==> run_1/met1.png <==
Bar = 20 um.
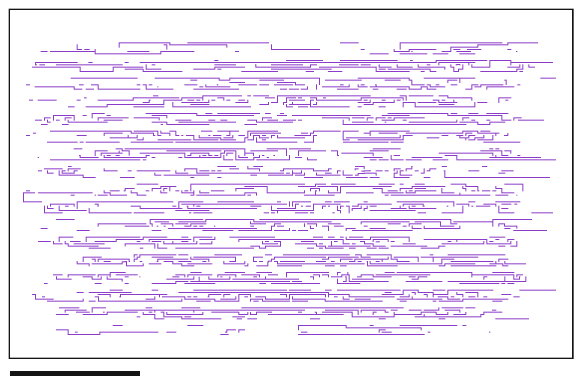
==> run_1/met2.png <==
Bar = 20 um. Cells faint in the background.
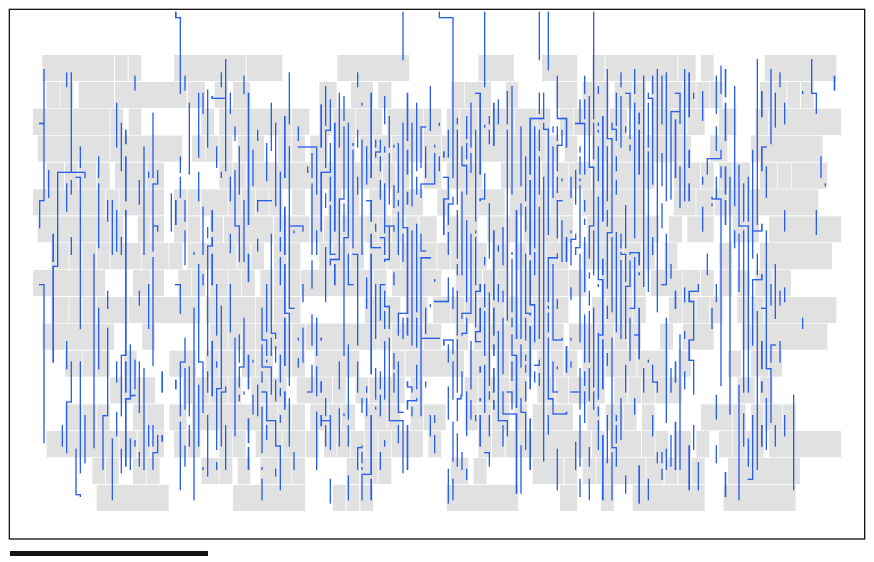
==> run_1/met3.png <==
Bar = 20 um. Cells faint in the background.
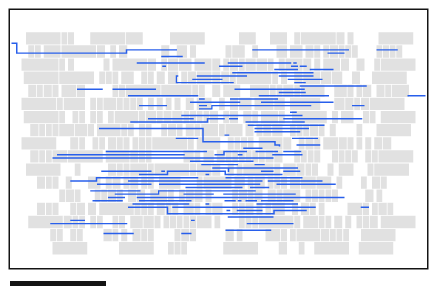
==> src/rtl/button_conditioner_pkg.sv <==
// Shared definitions for the front-panel button conditioners:
// FSM state encoding, clock-rate-derived timing defaults, and a sizing helper.
package button_conditioner_pkg;

    typedef enum logic [2:0] {
        IDLE        = 3'd0,
        DEB_PRESS   = 3'd1,
        PRESSED     = 3'd2,
        REPEAT      = 3'd3,
        DEB_RELEASE = 3'd4
    } btn_state_t;

    localparam int CLK_HZ = 100_000_000;

    // 5 ms debounce, 0.5 s hold before auto-repeat, 0.1 s repeat period
    localparam int DEF_DB_CYCLES     = CLK_HZ / 200;
    localparam int DEF_HOLD_CYCLES   = CLK_HZ / 2;
    localparam int DEF_REPEAT_CYCLES = CLK_HZ / 10;

    function automatic int max3(input int a, input int b, input int c);
        int m;
        m = (a > b) ? a : b;
        return (m > c) ? m : c;
    endfunction

endpackage

==> src/rtl/sync_2ff.sv <==
// Two-flop synchroniser for a single asynchronous input; q lags d by two edges.
module sync_2ff (
    input  logic ck,
    input  logic reset,
    input  logic d,
    output logic q
);

    logic meta;

    always_ff @(posedge ck) begin
        if (reset) begin
            meta <= 1'b0;
            q    <= 1'b0;
        end else begin
            meta <= d;
            q    <= meta;
        end
    end

endmodule

==> src/rtl/button_conditioner.sv <==
// Debounces one raw push button and derives level, press/release pulses and an
// auto-repeating increment pulse stream for the clock/alarm set counters.
module button_conditioner
    import button_conditioner_pkg::*;
#(
    parameter int DB_CYCLES     = DEF_DB_CYCLES,
    parameter int HOLD_CYCLES   = DEF_HOLD_CYCLES,
    parameter int REPEAT_CYCLES = DEF_REPEAT_CYCLES
) (
    input  logic ck,
    input  logic reset,
    input  logic btn_in,
    input  logic repeat_en,
    output logic level,
    output logic press_pulse,
    output logic release_pulse,
    output logic inc_pulse,
    output logic held
);

    localparam int CNT_W = $clog2(max3(DB_CYCLES, HOLD_CYCLES, REPEAT_CYCLES)) + 1;

    localparam logic [CNT_W-1:0] DB_LAST   = CNT_W'(DB_CYCLES - 1);
    localparam logic [CNT_W-1:0] HOLD_LAST = CNT_W'(HOLD_CYCLES - 1);
    localparam logic [CNT_W-1:0] REP_LAST  = CNT_W'(REPEAT_CYCLES - 1);

    logic             btn_s;
    btn_state_t       state;
    logic [CNT_W-1:0] cnt;

    sync_2ff u_sync (
        .ck    (ck),
        .reset (reset),
        .d     (btn_in),
        .q     (btn_s)
    );

    // One shared counter serves debounce, hold and repeat timing; it is
    // zeroed on every state change so each phase times from its own entry.
    always_ff @(posedge ck) begin
        if (reset) begin
            state         <= IDLE;
            cnt           <= '0;
            level         <= 1'b0;
            press_pulse   <= 1'b0;
            release_pulse <= 1'b0;
            inc_pulse     <= 1'b0;
            held          <= 1'b0;
        end else begin
            press_pulse   <= 1'b0;
            release_pulse <= 1'b0;
            inc_pulse     <= 1'b0;

            case (state)
                IDLE: begin
                    if (btn_s) begin
                        state <= DEB_PRESS;
                        cnt   <= '0;
                    end
                end

                DEB_PRESS: begin
                    if (!btn_s) begin
                        state <= IDLE;
                        cnt   <= '0;
                    end else if (cnt == DB_LAST) begin
                        state       <= PRESSED;
                        cnt         <= '0;
                        level       <= 1'b1;
                        press_pulse <= 1'b1;
                        inc_pulse   <= 1'b1;
                    end else begin
                        cnt <= cnt + 1'b1;
                    end
                end

                PRESSED: begin
                    if (!btn_s) begin
                        state <= DEB_RELEASE;
                        cnt   <= '0;
                    end else if (repeat_en && cnt == HOLD_LAST) begin
                        state     <= REPEAT;
                        cnt       <= '0;
                        held      <= 1'b1;
                        inc_pulse <= 1'b1;
                    end else if (repeat_en) begin
                        cnt <= cnt + 1'b1;
                    end else begin
                        cnt <= '0;
                    end
                end

                REPEAT: begin
                    if (!btn_s) begin
                        state <= DEB_RELEASE;
                        cnt   <= '0;
                        held  <= 1'b0;
                    end else if (!repeat_en) begin
                        state <= PRESSED;
                        cnt   <= '0;
                        held  <= 1'b0;
                    end else if (cnt == REP_LAST) begin
                        cnt       <= '0;
                        inc_pulse <= 1'b1;
                    end else begin
                        cnt <= cnt + 1'b1;
                    end
                end

                DEB_RELEASE: begin
                    // A bounce back to 1 is not a new press; only the hold timer restarts.
                    if (btn_s) begin
                        state <= PRESSED;
                        cnt   <= '0;
                    end else if (cnt == DB_LAST) begin
                        state         <= IDLE;
                        cnt           <= '0;
                        level         <= 1'b0;
                        release_pulse <= 1'b1;
                    end else begin
                        cnt <= cnt + 1'b1;
                    end
                end

                default: begin
                    state <= IDLE;
                    cnt   <= '0;
                end
            endcase
        end
    end

endmodule

==> config.mk <==
export PLATFORM = sky130hd
export DESIGN_NAME = button_conditioner
export DESIGN_NICKNAME = d
export VERILOG_FILES = /design/src/rtl/button_conditioner_pkg.sv /design/src/rtl/sync_2ff.sv /design/src/rtl/button_conditioner.sv
export SDC_FILE = /design/constraint.sdc
export NUM_CORES = 1
export LEC_CHECK = 0
export ABC_AREA = 1
export CORE_ASPECT_RATIO = 0.6
export CORE_MARGIN = 2
export CORE_UTILIZATION = 63
export CTS_BUF_LIST = sky130_fd_sc_hd__clkbuf_8
export CTS_CLUSTER_DIAMETER = 150
export DETAILED_ROUTE_END_ITERATION = 8
export PLACE_DENSITY = 0.87
export SETUP_SLACK_MARGIN = 0.02
export SLEW_MARGIN = 20
export SYNTH_ARGS = -nofsm -noshare
export SYNTH_HDL_FRONTEND = slang
export SYNTH_SLANG_ARGS = --single-unit
==> constraint.sdc <==
create_clock -name ck -period 2.1 [get_ports ck]
set_clock_uncertainty 0.1 [all_clocks]
set_input_delay 0.315 -clock ck [delete_from_list [all_inputs] [get_ports ck]]
set_output_delay 0.315 -clock ck [all_outputs]
set_load 0.01 [all_outputs]
==> reports/results.tsv, run 1 <==
stage	metric	value	unit
place	preCtsSetupSlack	-0.0104	ns
worst_hold_path	whs_endpoint	u_sync.q$_SDFF_PP0_	
synthesis	fp_nets	432	
synthesis	yosysWarnings	0	
setup_path	r2r_slack	0.17	ns
timing	maxSlewHeadroom	60.8	%
setup_path	cp_num_cells	10	
place	hpwlAfterDp	5440	um
synthesis	ys_ff	37	
synthesis	fa_ha_area_share	0.487	%
power_and_ir_drop	seqPwrFrac	42.7	%
final_layout	fin_cells	492	
clock_tree	numCtsBuffers	5	
timing	fin_ws	0.175	ns
synthesis	synth_cells	427	
final_layout	largest_reg_flops	27	
global_routing	grtUsageTotal	33.3	%
setup_path	critical_path_class	reg2reg	
synthesis	ys_sh_aoi	9.10	%
status	outcome	completed	
final_layout	top_register	cnt	
timing	hold_slack	0.302	ns
floorplanning	core_area	3790	sq um
synthesis	synth.distinct_cells	32	
routing	wl	7360	um
setup_path	crit_start	cnt[24]$_SDFFE_PP0P_	
final_layout	diodes	0	
global_routing	grt_pass1_wl	11500	um
power_and_ir_drop	p_clk_share	31.2	%
power_and_ir_drop	swShare	35.4	%
final_layout	area_growth	11.5	%
setup_path	reg2regPathDepth	10	
synthesis	xor_area_share	3.75	%
setup_path	rr_startpoint	cnt[24]$_SDFFE_PP0P_	
final_layout	design_area	2870	sq um
floorplanning	die-area	4630	sq um
timing	setup_tns	0	ns
synthesis	synth_top_area_share	28.8	%
routing	postRouteAntennaNets	0	
clock_tree	clock-sinks	37	
power_and_ir_drop	leakage	1.22	nW
routing	drc	0	
final_layout	final_nets	449	
routing	first_pass_iters	6	
clock_tree	postCtsHoldBufs	0	
power_and_ir_drop	internal_power	1.15	mW
synthesis	top_area_cell	dfxtp_1	
timing	tightest_slew	0.588	ns
synthesis	yosysSeqAreaShare	28.8	%
job	warnings	26	
place	placed_cells	483	
clock_tree	cts_tree	built	
setup_path	end_kind	register	
setup_path	worstPathMaxFanout	13	
setup_path	critical_path.slowest_cell	dfxtp_1	
power_and_ir_drop	power_switching	629	uW
setup_path	cp-start-kind	register	
global_routing	antenna_found_initial	0	
synthesis	common_cells	nand2_1, inv_1, nor2_1, dfxtp_1	
place	port_buffers	8	
synthesis	synth_area	2570	sq um
routing	drt_iter0_drc	456	
setup_path	critical_path.cell_chain	inv_2, nand2_1, nor2_1, nand2_1, nor3_4, nand2_2, nand2_2, nand3_4, o21ai_2, inv_1	
synthesis	synthSimpleGateAreaFrac	45.7	%
global_routing	grt_remaining_overflow	0	
floorplanning	io_pins	9	
synthesis	ys_sh_mux	0	%
clock_tree	cts_buffer_depth	2	
timing	setup_viol	0	
floorplanning	die-height	53.5	um
power_and_ir_drop	p_per_area	621	nW/um^2
place	place_area	2740	sq um
setup_path	cp_slowest_stage_delay	0.38	ns
floorplanning	row_count	17	
timing	timing.final.crit_share	91.7	%
synthesis	ys_area	2570	sq um
final_layout	fill_cells	295	
clock_tree	path_clk_slew	0.07	ns
routing	vias	2852	
global_routing	grt_start_max_net_pins	26	
job	max-cap-violations	0	
place	place.gp.congestion	1.08	
floorplanning	die_w	86.5	um
## Picture notes: met1.png
wire length on this layer = 3210 um
nets with wire on the layer = 428
main direction = horizontal
share of all routed wire = 44%

## Picture notes: met2.png
longest straight run = 28.7 um
main direction = vertical
nets with wire on the layer = 345
wire length on this layer = 2830 um

## Picture notes: met3.png
wire length on this layer = 1120 um
main direction = horizontal
share of all routed wire = 15%

run 1: final cells by class:
| cell class | count | area (sq um) | share of cell area [%] |
|---|---|---|---|
| clock inverter | 1 | 5.00 | 0.175 |
| multi-input combinational | 313 | 1550 | 54.0 |
| clock buffer | 7 | 96.3 | 3.36 |
| timing repair buffer | 19 | 163 | 5.67 |
| inverter | 68 | 255 | 8.90 |
| sequential | 37 | 742 | 25.9 |
| tap | 47 | 58.8 | 2.05 |
run 1: tightest hold or removal path: cells and delay by family, from the launching register on:
kind / cells / cell delay, ns
flops: 1 / 0.30
simple gates: 1 / 0.03
buf+inv: 1 / 0.04
run 1: power groups by stage:
stage,Combinational [mW],Sequential (mW),Clock [mW]
2_1_floorplan,0.320,0.767,0
3_3_place_gp,0.419,0.772,0
3_5_place_dp,0.429,0.775,0
4_1_cts,0.433,0.758,0.563
5_1_grt,0.502,0.763,0.589
6_report,0.463,0.761,0.556
run 1: routing by layer:
layer / up-vias / GRT usage [%] / part of all wire, %
li1: 1370 / - / -
met1: 1243 / 48.9 / 44
met2: 210 / 43.3 / 38
met3: 29 / 12.0 / 15
met4: 0 / 11.7 / 2.7
met5: - / 0 / 0
run 1: cells in the final DEF, fill, tap and decap left out, types with 2 or more instances in the layout:
cell	count
nor2_2	6
nor2_1	38
a21oi_1	29
buf_4	11
nor2_4	2
xor2_1	11
nor3_2	6
a32oi_1	2
nand4_1	4
clkbuf_8	7
nand3_2	2
o21ai_0	6
dfxtp_1	36
nand3_4	3
nand2_1	139
clkdlybuf4s50_1	8
inv_2	5
nand3_1	29
inv_1	62
nand2_2	8
nor4_1	2
nor3_1	17
## Run 2: what changed since run 1
--- a/config.mk
+++ b/config.mk
@@ -14,7 +14,6 @@
 export DETAILED_ROUTE_END_ITERATION = 8
 export PLACE_DENSITY = 0.87
 export SETUP_SLACK_MARGIN = 0.02
-export SLEW_MARGIN = 20
 export SYNTH_ARGS = -nofsm -noshare
 export SYNTH_HDL_FRONTEND = slang
 export SYNTH_SLANG_ARGS = --single-unit
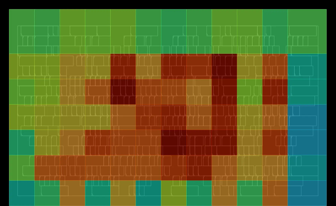
(run_2/final_congestion.png)
met1 Use GR: 48.9%
post-layout util: 75.7%
grt peak-use layer: met1
Avg WL per Cell: 15.0 um
met2 usage: 43.3%

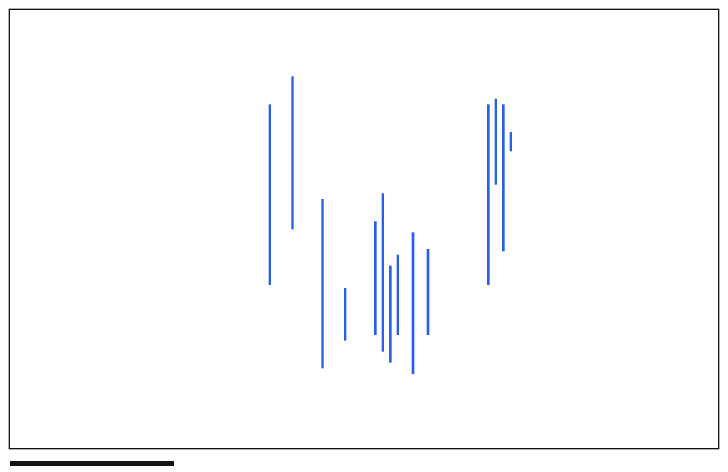
(run_2/met4.png)
Bar = 20 um.
main direction = vertical
wire length on this layer = 199 um
longest straight run = 21.8 um
share of all routed wire = 2.7%
nets with wire on the layer = 14

==> run 2 against run 1 <==
Net effect:
- register-to-register slack about the same
- critical path type unchanged
- sequential share of layout area unchanged
- maximum frequency did not move
==> reports/results.tsv, run 2 <==
stage	metric	value	unit	change
setup_path	crit_end	cnt[0]$_SDFFE_PP0P_		unchanged
final_layout	lay_top_count	nand2_1		unchanged
synthesis	ys_ff	37		unchanged
clock_tree	cts_tree	built		unchanged
routing	drc	0		unchanged
routing	postRouteAntennaNets	0		unchanged
synthesis	synth_top_area_share	28.8	%	unchanged
synthesis	yosysWarnings	0		unchanged
final_layout	fin_cells	492		unchanged
global_routing	grt_start_max_net_pins	26		unchanged
global_routing	grt_remaining_overflow	0		unchanged
setup_path	r2r_slack	0.17	ns	about the same
floorplanning	row_count	17		unchanged
floorplanning	die_w	86.5	um	unchanged
routing	vias	2852		unchanged
setup_path	arrival	2.01	ns	about the same
setup_path	critical_path.slowest_cell	dfxtp_1		unchanged
setup_path	reg2regPathDepth	10		unchanged
setup_path	crit_start	cnt[24]$_SDFFE_PP0P_		unchanged
place	hpwlAfterDp	5440	um	unchanged
job	max-cap-violations	0		unchanged
setup_path	worstPathMaxFanout	13		unchanged
final_layout	final_cell_mix	nand2_1, inv_1, nor2_1, dfxtp_1		unchanged
place	place.gp.congestion	1.08		unchanged
timing	hold_slack	0.302	ns	unchanged
place	port_buffers	8		unchanged
floorplanning	die-height	53.5	um	unchanged
final_layout	final_nets	449		unchanged
synthesis	common_cells	nand2_1, inv_1, nor2_1, dfxtp_1		unchanged
worst_hold_path	whs_endpoint	u_sync.q$_SDFF_PP0_		unchanged
synthesis	yosysSeqAreaShare	28.8	%	unchanged
timing	tightest_slew	0.588	ns	unchanged
setup_path	critical_path_class	reg2reg		unchanged
global_routing	grtUsageTotal	33.3	%	unchanged
clock_tree	postCtsHoldBufs	0		unchanged
timing	maxSlewHeadroom	60.8	%	unchanged
clock_tree	numCtsBuffers	5		unchanged
job	warnings	26		unchanged
floorplanning	io_pins	9		unchanged
clock_tree	cts_buffer_depth	2		unchanged
clock_tree	path_clk_slew	0.07	ns	about the same
setup_path	critical_path.cell_chain	inv_2, nand2_1, nor2_1, nand2_1, nor3_4, nand2_2, nand2_2, nand3_4, o21ai_2, inv_1		unchanged
synthesis	synth_area	2570	sq um	unchanged
worst_hold_path	hp-class	reg2reg		unchanged
floorplanning	die-area	4630	sq um	unchanged
timing	timing.final.crit_share	91.7	%	unchanged
synthesis	synth.distinct_cells	32		unchanged
synthesis	fp_nets	432		unchanged
final_layout	diodes	0		unchanged
synthesis	top_area_cell	dfxtp_1		unchanged
timing	setup_viol	0		unchanged
place	placed_cells	483		unchanged
global_routing	antenna_found_initial	0		unchanged
final_layout	top_register	cnt		unchanged
power_and_ir_drop	p_per_area	621	nW/um^2	unchanged
routing	drt_iter0_drc	456		unchanged
status	outcome	completed		unchanged
power_and_ir_drop	leakage	1.22	nW	unchanged
final_layout	largest_reg_flops	27		unchanged
setup_path	end_kind	register		unchanged
global_routing	grt_pass1_vias	2327		unchanged
timing	fin_ws	0.175	ns	unchanged
synthesis	synth_cells	427		unchanged
global_routing	grt_pass1_wl	11500	um	unchanged
routing	first_pass_iters	6		unchanged
routing	wl	7360	um	unchanged
## run 2: cell counts after synthesis
Identical to the previous run, type by type.
## run 2: through the flow
stage	total power, mW	area, sq um	setup TNS [ns]	utilization [%]
after floorplan	1.09	2570	0	-
after global placement	1.19	2740	0	72.2
after detailed placement	1.20	2740	-0.0104	72.2
after CTS	1.75	2840	0	74.9
after global routing	1.85	2870	-0.0492	75.7
final	1.78	2870	0	75.7
## run 2: report_power, final
group / internal, mW / leakage [nW] / total, mW / switching (mW)
logic: 0.124 / 0.864 / 0.463 / 0.339
clock network: 0.297 / 0.0542 / 0.556 / 0.259
registers: 0.730 / 0.299 / 0.761 / 0.0313
## run 2: area by class of cell
class | instances | area (sq um)
well taps | 47 | 58.8
flip-flops and latches | 37 | 742
clock buffers | 7 | 96.3
clock inverters | 1 | 5.00
repair buffers | 19 | 163
inverters | 68 | 255
fillers | 295 | 920
multi-input cells | 313 | 1550
## run 2: kinds of logic after synthesis
kind of cell	share of synthesized area (%)
adders and majority gates	0.487
DFF	28.8
buffers and inverters	12.2
AOI/OAI and AO/OA	9.10
and+or+nand+nor	45.7
xor gates and xnor gates	3.75
## run 2: timing repair
item / 4_1_cts / 5_1_grt
setup buffers: 0 / 0
endpoints found under the setup margin: 0 / 25
resized: 0 / 4
## run 2: worst max-delay path, delay by kind of cell (launching register included)
kind,cells,cell delay (ns)
AOI/OAI and AO/OA,1,0.17
DFF,1,0.38
buffers and inverters,2,0.13
and+or+nand+nor,7,1.03
## run 2: metal layers
metal,track usage [%],vias up,wire [um]
li1,-,1370,-
met1,48.9,1243,3210
met2,43.3,210,2830
met3,12.0,29,1120
met4,11.7,0,199
met5,0,-,0
## Run 3: what changed since run 2
--- a/config.mk
+++ b/config.mk
@@ -6,6 +6,7 @@
 export NUM_CORES = 1
 export LEC_CHECK = 0
 export ABC_AREA = 1
+export ABC_CLOCK_PERIOD_IN_PS = 2100
 export CORE_ASPECT_RATIO = 0.6
 export CORE_MARGIN = 2
 export CORE_UTILIZATION = 63
@@ -17,3 +18,4 @@
 export SYNTH_ARGS = -nofsm -noshare
 export SYNTH_HDL_FRONTEND = slang
 export SYNTH_SLANG_ARGS = --single-unit
+export TNS_END_PERCENT = 10
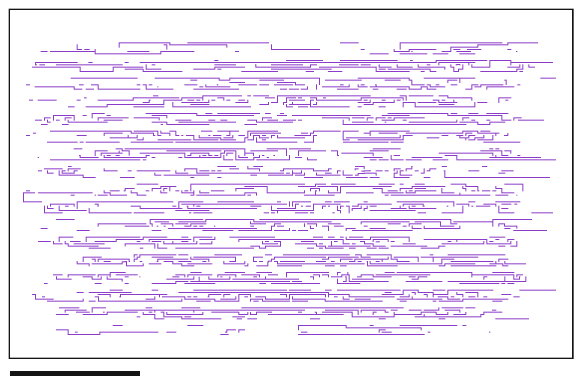
(run_3/met1.png)
Bar = 20 um.
main direction = horizontal
wire length on this layer = 3210 um
nets with wire on the layer = 428
longest straight run = 45.5 um

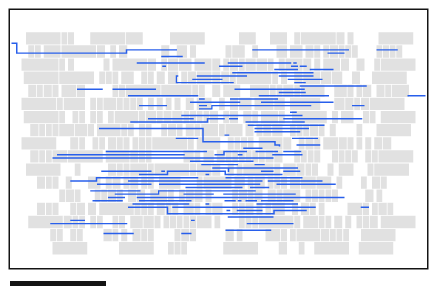
(run_3/met3.png)
Bar = 20 um. Cells faint in the background.
wire length on this layer = 1120 um
share of all routed wire = 15%

==> run 3 against run 2 <==
Net effect:
- sequential power barely moved
- maximum frequency did not move
- area after synthesis did not move
- total power did not move
- count of clock-buffer cells in the layout did not move
- sequential share of layout area did not move
- setup slack did not move
- worst hold slack did not move
- clock power barely moved
- combinational power barely moved
- critical endpoint unchanged
- largest cell class unchanged
- highest routed layer unchanged
==> reports/results.tsv, run 3 <==
stage	metric	value	unit	change
status	outcome	completed		unchanged
global_routing	grt_start_max_net_pins	26		unchanged
power_and_ir_drop	p_per_area	621	nW/um^2	unchanged
floorplanning	die_w	86.5	um	unchanged
global_routing	grt_remaining_overflow	0		unchanged
place	hpwlAfterDp	5440	um	unchanged
final_layout	final_cell_mix	nand2_1, inv_1, nor2_1, dfxtp_1		unchanged
global_routing	met3_usage	12.0	%	unchanged
final_layout	diodes	0		unchanged
final_layout	lay_top_count	nand2_1		unchanged
global_routing	grt_pass1_vias	2327		unchanged
global_routing	grt_pass1_wl	11500	um	unchanged
synthesis	synth.distinct_cells	32		unchanged
job	max-cap-violations	0		unchanged
synthesis	ys_ff	37		unchanged
floorplanning	die-height	53.5	um	unchanged
setup_path	r2r_slack	0.17	ns	about the same
timing	timing.final.crit_share	91.7	%	unchanged
routing	m1WireLength	3210	um	unchanged
setup_path	critical_path.slowest_cell	dfxtp_1		unchanged
synthesis	yosysWarnings	0		unchanged
timing	maxSlewHeadroom	60.8	%	unchanged
global_routing	top_usage_layer	met1		unchanged
floorplanning	io_pins	9		unchanged
routing	drc	0		unchanged
floorplanning	core_area	3790	sq um	unchanged
final_layout	final_nets	449		unchanged
clock_tree	cts_tree	built		unchanged
place	place.gp.congestion	1.08		unchanged
final_layout	regArea	742	sq um	unchanged
global_routing	grtUsageMet1	48.9	%	unchanged
setup_path	end_kind	register		unchanged
timing	setup_viol	0		unchanged
clock_tree	postCtsHoldBufs	0		unchanged
setup_path	worstPathMaxFanout	13		unchanged
floorplanning	die-area	4630	sq um	unchanged
synthesis	top_area_cell	dfxtp_1		unchanged
synthesis	ys_area	2570	sq um	unchanged
synthesis	synth_top_area_share	28.8	%	unchanged
clock_tree	clock-sinks	37		unchanged
timing	tightest_slew	0.588	ns	unchanged
## run 3: cell counts in the layout (fill, tap and decap cells not counted)
Identical to the previous run, type by type.
## run 3: worst max path at each step
stage | depth (start not counted) | from | endpoint | slack (ns)
floorplan | 11 | cnt[0]$_SDFFE_PP0P_ | cnt[0]$_SDFFE_PP0P_ | 0.33
global placement | 10 | repeat_en | cnt[0]$_SDFFE_PP0P_ | 0.05
detailed placement | 10 | repeat_en | cnt[0]$_SDFFE_PP0P_ | -0.01
CTS | 10 | cnt[24]$_SDFFE_PP0P_ | cnt[0]$_SDFFE_PP0P_ | 0.11
global route | 10 | cnt[24]$_SDFFE_PP0P_ | cnt[0]$_SDFFE_PP0P_ | -0.03
finish | 10 | cnt[24]$_SDFFE_PP0P_ | cnt[0]$_SDFFE_PP0P_ | 0.17
## run 3: tightest hold or removal path: cells and delay by family, from the launching register on
| family | cells | cell delay [ns] |
|---|---|---|
| DFF | 1 | 0.30 |
| and+or+nand+nor | 1 | 0.03 |
| buffers and inverters | 1 | 0.04 |
## run 3: area by class of cell
cell class / count / share of cell area, %
repair buffers: 19 / 5.67
inverters: 68 / 8.90
clock buffers: 7 / 3.36
multi-input cells: 313 / 54.0
well taps: 47 / 2.05
flip-flops and latches: 37 / 25.9
clock inverters: 1 / 0.175
## run 3: per-stage QoR
step                area [sq um]  setup WS (ns)  total power [mW]  hold WS, ns
floorplan                   2570          0.330              1.09        0.288
global placement            2740         0.0516              1.19        0.290
detailed placement          2740        -0.0104              1.20        0.292
CTS                         2840          0.107              1.75        0.302
global route                2870        -0.0287              1.85        0.322
finish                      2870          0.175              1.78        0.302
## run 3: report_power, final
| part | switching (mW) | internal, mW |
|---|---|---|
| clock | 0.259 | 0.297 |
| sequential | 0.0313 | 0.730 |
| combinational | 0.339 | 0.124 |
Power is estimated from default activity; no workload was simulated.
